Fig. 1: power grid
Scale bar: 20 um. Pins as bars on the die edge. Tap cells in grey.
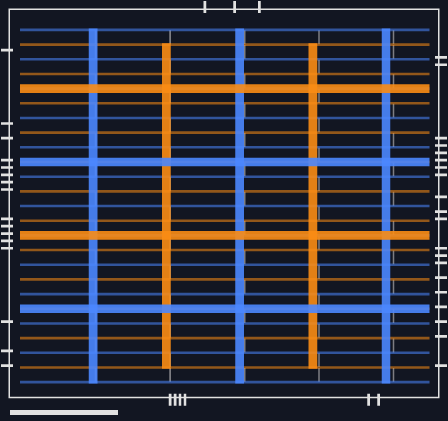
Fig. 2: cell classes on the final placement
Scale bar: 20 um.
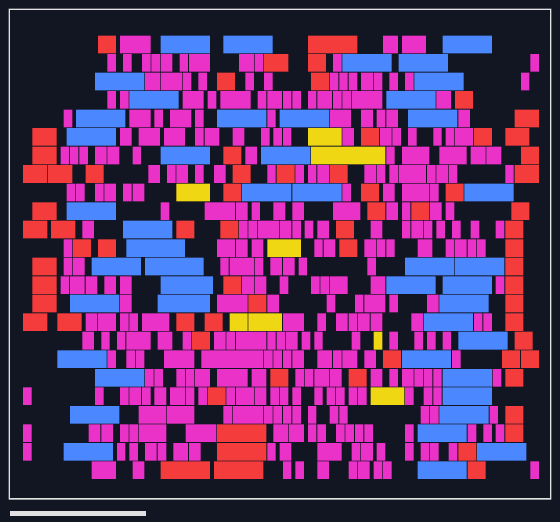
Fig. 3: clock wires, drivers and flops
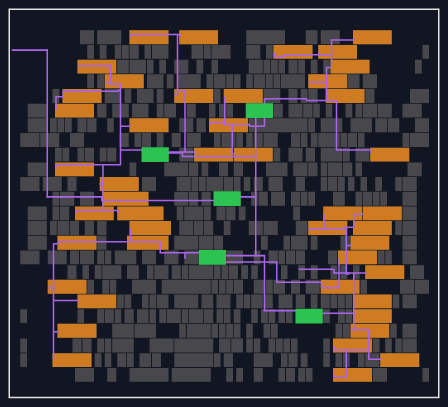
Fig. 4: wiring by layer
Scale bar: 20 um. Two of the layers only.
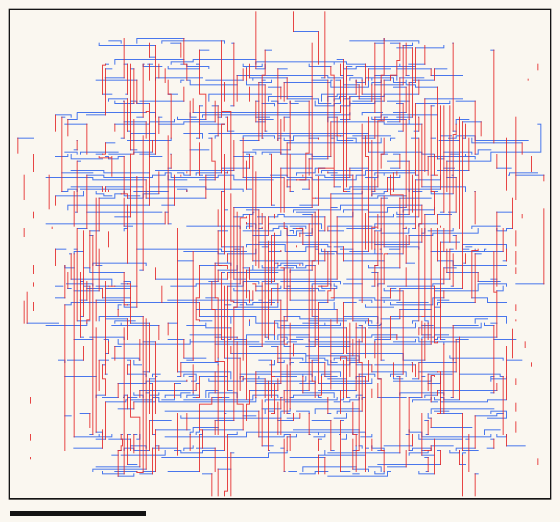
Fig. 5: placement view
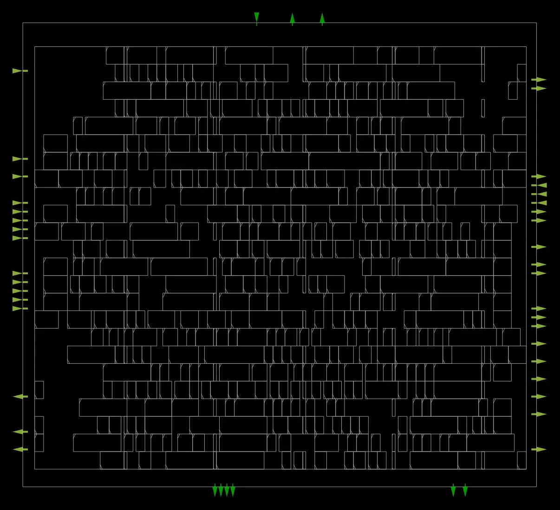
File: src/rtl/unlock_seq_driver.sv
// rtl/unlock_seq_driver.sv - drives the 12-step unlock pattern onto recognizer inputs
//
// Purpose: on start, plays the 12-entry unlock vector table onto drv and holds
// each vector for hold_cycles+1 cycles. It publishes the recognizer state code
// expected after each step. One step can optionally be inverted for negative
// testing.
//
// Ports:
//   clk          in   rising-edge clock
//   reset        in   synchronous, active-high reset
//   start        in   begin a sequence (sampled in IDLE only)
//   abort        in   drop an active sequence immediately
//   hold_cycles  in   extra hold cycles per step (latched at start)
//   fault_en     in   enable single-step corruption (latched at start)
//   fault_step   in   step 1..12 to corrupt; 0 or >12 disables (latched at start)
//   drv          out  recognizer inputs, drv[0]=i1 .. drv[3]=i4
//   step         out  current step 1..12, 0 when not sending
//   exp_code     out  expected fault-free recognizer code after this step
//   fault_active out  corrupted vector is on drv
//   busy         out  sequence in progress
//   done         out  one-cycle pulse on normal completion
module unlock_seq_driver #(
    parameter int         HOLD_W   = 8,
    parameter logic [3:0] IDLE_VEC = 4'h0
) (
    input  logic              clk,
    input  logic              reset,
    input  logic              start,
    input  logic              abort,
    input  logic [HOLD_W-1:0] hold_cycles,
    input  logic              fault_en,
    input  logic [3:0]        fault_step,
    output logic [3:0]        drv,
    output logic [3:0]        step,
    output logic [16:0]       exp_code,
    output logic              fault_active,
    output logic              busy,
    output logic              done
);

    typedef enum logic [1:0] {
        ST_IDLE = 2'd0,
        ST_SEND = 2'd1,
        ST_DONE = 2'd2
    } state_t;

    localparam logic [3:0]  LAST_STEP  = 4'd12;
    localparam logic [16:0] FINAL_CODE = 17'd4100;

    state_t            state_q;
    logic [3:0]        drv_q;
    logic [3:0]        step_q;
    logic [16:0]       exp_code_q;
    logic              fault_active_q;
    logic              busy_q;
    logic              done_q;
    logic [HOLD_W-1:0] cnt_q;
    logic [HOLD_W-1:0] hold_q;
    logic              fault_en_q;
    logic [3:0]        fault_step_q;

    logic [3:0]        step_d;
    logic              fault_d;
    logic              start_fault_d;

    function automatic logic [3:0] vec_of(input logic [3:0] s);
        logic [3:0] v;
        case (s)
            4'd1:    v = 4'h4;
            4'd2:    v = 4'h9;
            4'd3:    v = 4'h0;
            4'd4:    v = 4'h4;
            4'd5:    v = 4'h2;
            4'd6:    v = 4'h1;
            4'd7:    v = 4'h8;
            4'd8:    v = 4'h0;
            4'd9:    v = 4'h8;
            4'd10:   v = 4'h4;
            4'd11:   v = 4'h1;
            4'd12:   v = 4'h0;
            default: v = IDLE_VEC;
        endcase
        return v;
    endfunction

    function automatic logic [16:0] code_of(input logic [3:0] s);
        logic [16:0] c;
        case (s)
            4'd1:    c = 17'd200;
            4'd2:    c = 17'd700;
            4'd3:    c = 17'd900;
            4'd4:    c = 17'd1300;
            4'd5:    c = 17'd1800;
            4'd6:    c = 17'd2300;
            4'd7:    c = 17'd2800;
            4'd8:    c = 17'd3100;
            4'd9:    c = 17'd3400;
            4'd10:   c = 17'd3600;
            4'd11:   c = 17'd3800;
            4'd12:   c = 17'd4100;
            default: c = 17'd0;
        endcase
        return c;
    endfunction

    // Outputs are registered, so the values for the step being entered are
    // computed one cycle ahead: step_d is the step that follows step_q.
    // A fault_step of 0 or >12 never matches a live step and so never fires.
    always_comb begin
        step_d        = step_q + 4'd1;
        fault_d       = fault_en_q && (fault_step_q == step_d);
        start_fault_d = fault_en && (fault_step == 4'd1);
    end

    always_ff @(posedge clk) begin
        if (reset) begin
            state_q        <= ST_IDLE;
            drv_q          <= IDLE_VEC;
            step_q         <= 4'd0;
            exp_code_q     <= 17'd0;
            fault_active_q <= 1'b0;
            busy_q         <= 1'b0;
            done_q         <= 1'b0;
            cnt_q          <= '0;
            hold_q         <= '0;
            fault_en_q     <= 1'b0;
            fault_step_q   <= 4'd0;
        end else begin
            case (state_q)
                ST_IDLE: begin
                    done_q <= 1'b0;
                    if (start && !abort) begin
                        state_q        <= ST_SEND;
                        hold_q         <= hold_cycles;
                        fault_en_q     <= fault_en;
                        fault_step_q   <= fault_step;
                        cnt_q          <= '0;
                        step_q         <= 4'd1;
                        drv_q          <= start_fault_d ? ~vec_of(4'd1) : vec_of(4'd1);
                        fault_active_q <= start_fault_d;
                        exp_code_q     <= code_of(4'd1);
                        busy_q         <= 1'b1;
                    end
                end

                ST_SEND: begin
                    if (abort) begin
                        // Abort wins over hold expiry; the sequence is simply dropped.
                        state_q        <= ST_IDLE;
                        drv_q          <= IDLE_VEC;
                        step_q         <= 4'd0;
                        exp_code_q     <= 17'd0;
                        fault_active_q <= 1'b0;
                        busy_q         <= 1'b0;
                        cnt_q          <= '0;
                    end else if (cnt_q == hold_q) begin
                        cnt_q <= '0;
                        if (step_q == LAST_STEP) begin
                            state_q        <= ST_DONE;
                            drv_q          <= IDLE_VEC;
                            step_q         <= 4'd0;
                            exp_code_q     <= FINAL_CODE;
                            fault_active_q <= 1'b0;
                            busy_q         <= 1'b0;
                            done_q         <= 1'b1;
                        end else begin
                            step_q         <= step_d;
                            drv_q          <= fault_d ? ~vec_of(step_d) : vec_of(step_d);
                            fault_active_q <= fault_d;
                            exp_code_q     <= code_of(step_d);
                        end
                    end else begin
                        // Compare happens before increment, so the counter never wraps
                        // even with hold_cycles at its maximum.
                        cnt_q <= cnt_q + 1'b1;
                    end
                end

                ST_DONE: begin
                    // Single-cycle completion; start is deliberately not sampled here.
                    state_q <= ST_IDLE;
                    done_q  <= 1'b0;
                end

                default: begin
                    state_q        <= ST_IDLE;
                    drv_q          <= IDLE_VEC;
                    step_q         <= 4'd0;
                    exp_code_q     <= 17'd0;
                    fault_active_q <= 1'b0;
                    busy_q         <= 1'b0;
                    done_q         <= 1'b0;
                    cnt_q          <= '0;
                end
            endcase
        end
    end

    assign drv          = drv_q;
    assign step         = step_q;
    assign exp_code     = exp_code_q;
    assign fault_active = fault_active_q;
    assign busy         = busy_q;
    assign done         = done_q;

endmodule
File: config.mk
export PLATFORM = sky130hd
export DESIGN_NAME = unlock_seq_driver
export DESIGN_NICKNAME = d
export VERILOG_FILES = /design/src/rtl/unlock_seq_driver.sv
export SDC_FILE = /design/constraint.sdc
export NUM_CORES = 1
export LEC_CHECK = 0
export ABC_AREA = 1
export CAP_MARGIN = 40
export CORE_ASPECT_RATIO = 0.9
export CORE_MARGIN = 1.5
export CORE_UTILIZATION = 49
export CTS_BUF_LIST = sky130_fd_sc_hd__clkbuf_8
export CTS_CLUSTER_DIAMETER = 40
export DETAILED_ROUTE_END_ITERATION = 16
export PLACE_DENSITY = 0.78
export SYNTH_ARGS = -nofsm -noshare
export SYNTH_HDL_FRONTEND = slang
export SYNTH_SLANG_ARGS = --single-unit
File: constraint.sdc
create_clock -name clk -period 1.79 [get_ports clk]
set_input_delay 0.2685 -clock clk [delete_from_list [all_inputs] [get_ports clk]]
set_output_delay 0.2685 -clock clk [all_outputs]
set_load 0.1 [all_outputs]
==> flow_metrics.tcl <==
# collected from the flow reports
set metrics [dict create \
    largest_class "multi-input combinational cells" \
    gr-total-overflow 0 \
    period_used_pct 97.6 \
    cts_root_buffer "clkbuf_8" \
    cts_hold_buffers 0 \
    r2r.worst_path.cells 11 \
    num_antenna_cells 0 \
    worstHoldPathType "reg -> reg" \
    cp.required_ns 1.99 \
    drive_above_1_share_pct 23.6 \
    min_from "drv[3]" \
    flop_area_sq_um 911 \
    status "finished clean" \
    holdPathEnd "drv[3]" \
    yosysChipArea_sq_um 2570 \
    rr_startpoint "step[0]" \
    comb_area_sq_um 1480 \
    dp_cells 501 \
    portBuffers 38 \
    comb_cells 284 \
    lay_top_cells "nand2_1 (109), buf_4 (48), dfxtp_1 (41)" \
    signal_buffers 69 \
    grt_max_degree 15 \
    startpoint "step[0]" \
    io-pin-count 45 \
    ys_seq_share_pct 35.1 \
    ant_nets 0 \
    ff_type "dfxtp_1" \
    critPathTopFamily "buffers and inverters" \
    ys_ff 45 \
    endpoint_kind "register" \
    clk_transition_reported_paths_ns 0.09 \
    start_kind "register" \
    min_period_ns 1.75 \
    path_depth 11 \
]
Back to the opening pictures, Fig. 1:
Key: VDD = orange; VSS = blue
65 tap cells. 5 straps on met4. 4 straps on met5.
Die Y: 71.7 um
peak supply drop: 371 uV
Die Wd: 79.3 um
Std-Cell Core Area: 4950 sq um

Back to the opening pictures, Fig. 2:
Key: clock drivers and dummy loads = yellow [cells 8, share of their area 3.3%]; registers = blue [cells 45, share of their area 28%]; remaining buffers and delay cells = red [cells 69, share of their area 19%]; remaining logic cells = magenta [cells 328, share of their area 50%]
Seq area share: 26.9%
Final Util: 68.2%
FP Rows: 24
Final Cell Area: 3380 sq um

Back to the opening pictures, Fig. 3:
Key: flip-flops = orange [count 45]; clock-net drivers = green [count 5]; clock wires = purple [length 548 um]
Position of the flops: spread over the die.
worst skew pair latency: 0.30 ns
setup skew after layout: 0.00817 ns

Back to the opening pictures, Fig. 4:
Key: M2 = red [wire length 2990 um]; M1 = blue [wire length 3150 um]
vias: 2533
DRT Wirelength: 6570 um
GRT Util Overall: 23.8%
detail-routed net length per standard cell: 12.8 um

Back to the opening pictures, Fig. 5:
Non-Filler Instances: 515
tap cells: 65
registers: 45
Layout fillers: 453

power by group:
part	internal, mW	leakage [nW]	total [mW]	switching (mW)
Clock	0.411	0.0518	0.770	0.359
Combinational	0.237	1.17	0.714	0.476
Sequential	1.05	0.369	1.09	0.0410
Total	1.70	1.60	2.57	0.876
per-stage QoR:
stage	utilization [%]	instance area [sq um]	hold slack, ns	setup WS (ns)	power, mW
floorplan	-	2640	0.331	-0.122	1.61
global placement	64.4	3190	0.437	-0.00539	1.78
detailed placement	64.4	3190	0.440	-0.0423	1.79
CTS	66.6	3300	0.455	0.0222	2.55
global route	68.2	3380	0.482	-0.0759	2.68
finish	68.2	3380	0.454	0.0435	2.57
cell usage after synthesis (all sizes together), types with 4 or more instances:
cell type / instances / share of area (%)
nand2: 125 / 21
dfxtp: 45 / 35
inv: 44 / 6.5
nor2: 44 / 6.9
o21ai: 32 / 6.2
nand3: 26 / 5.1
a21oi: 16 / 3.4
buf: 10 / 3.3
ha: 8 / 3.9
xnor2: 7 / 2.4
nor3: 5 / 1.2
clkbuf: 4 / 0.58
nand4: 4 / 1.2
cells by family (layout without fill, tap and decap cells):
kind of cell             count (synthesis)  after routing  share of synthesized area [%]
AND-OR/OR-AND                           53             53                           11.1
buffers and inverters                   58            121                           10.4
AND/OR/NAND/NOR                        209            209                           36.7
adder cells (fa/ha/maj)                  8              8                           3.90
other                                    1              6                          0.146
flip-flops                              45             45                           35.1
XOR/XNOR                                 8              8                           2.73
metal layers:
metal / global-route usage (%) / share of wire (%)
met1: 32.5 / 48
met5: 0 / 0
met2: 38.8 / 45
met3: 4.46 / 5.5
met4: 6.04 / 1.2
flip-flops by register name, summed over array words and instances (netlist names):
signal        count
exp_code         11
cnt_q             8
hold_q            8
drv               4
fault_step_q      4
step              4
state_q           2
busy              1
done              1
fault_active      1
fault_en_q        1
Power is estimated from default activity; no workload was simulated.
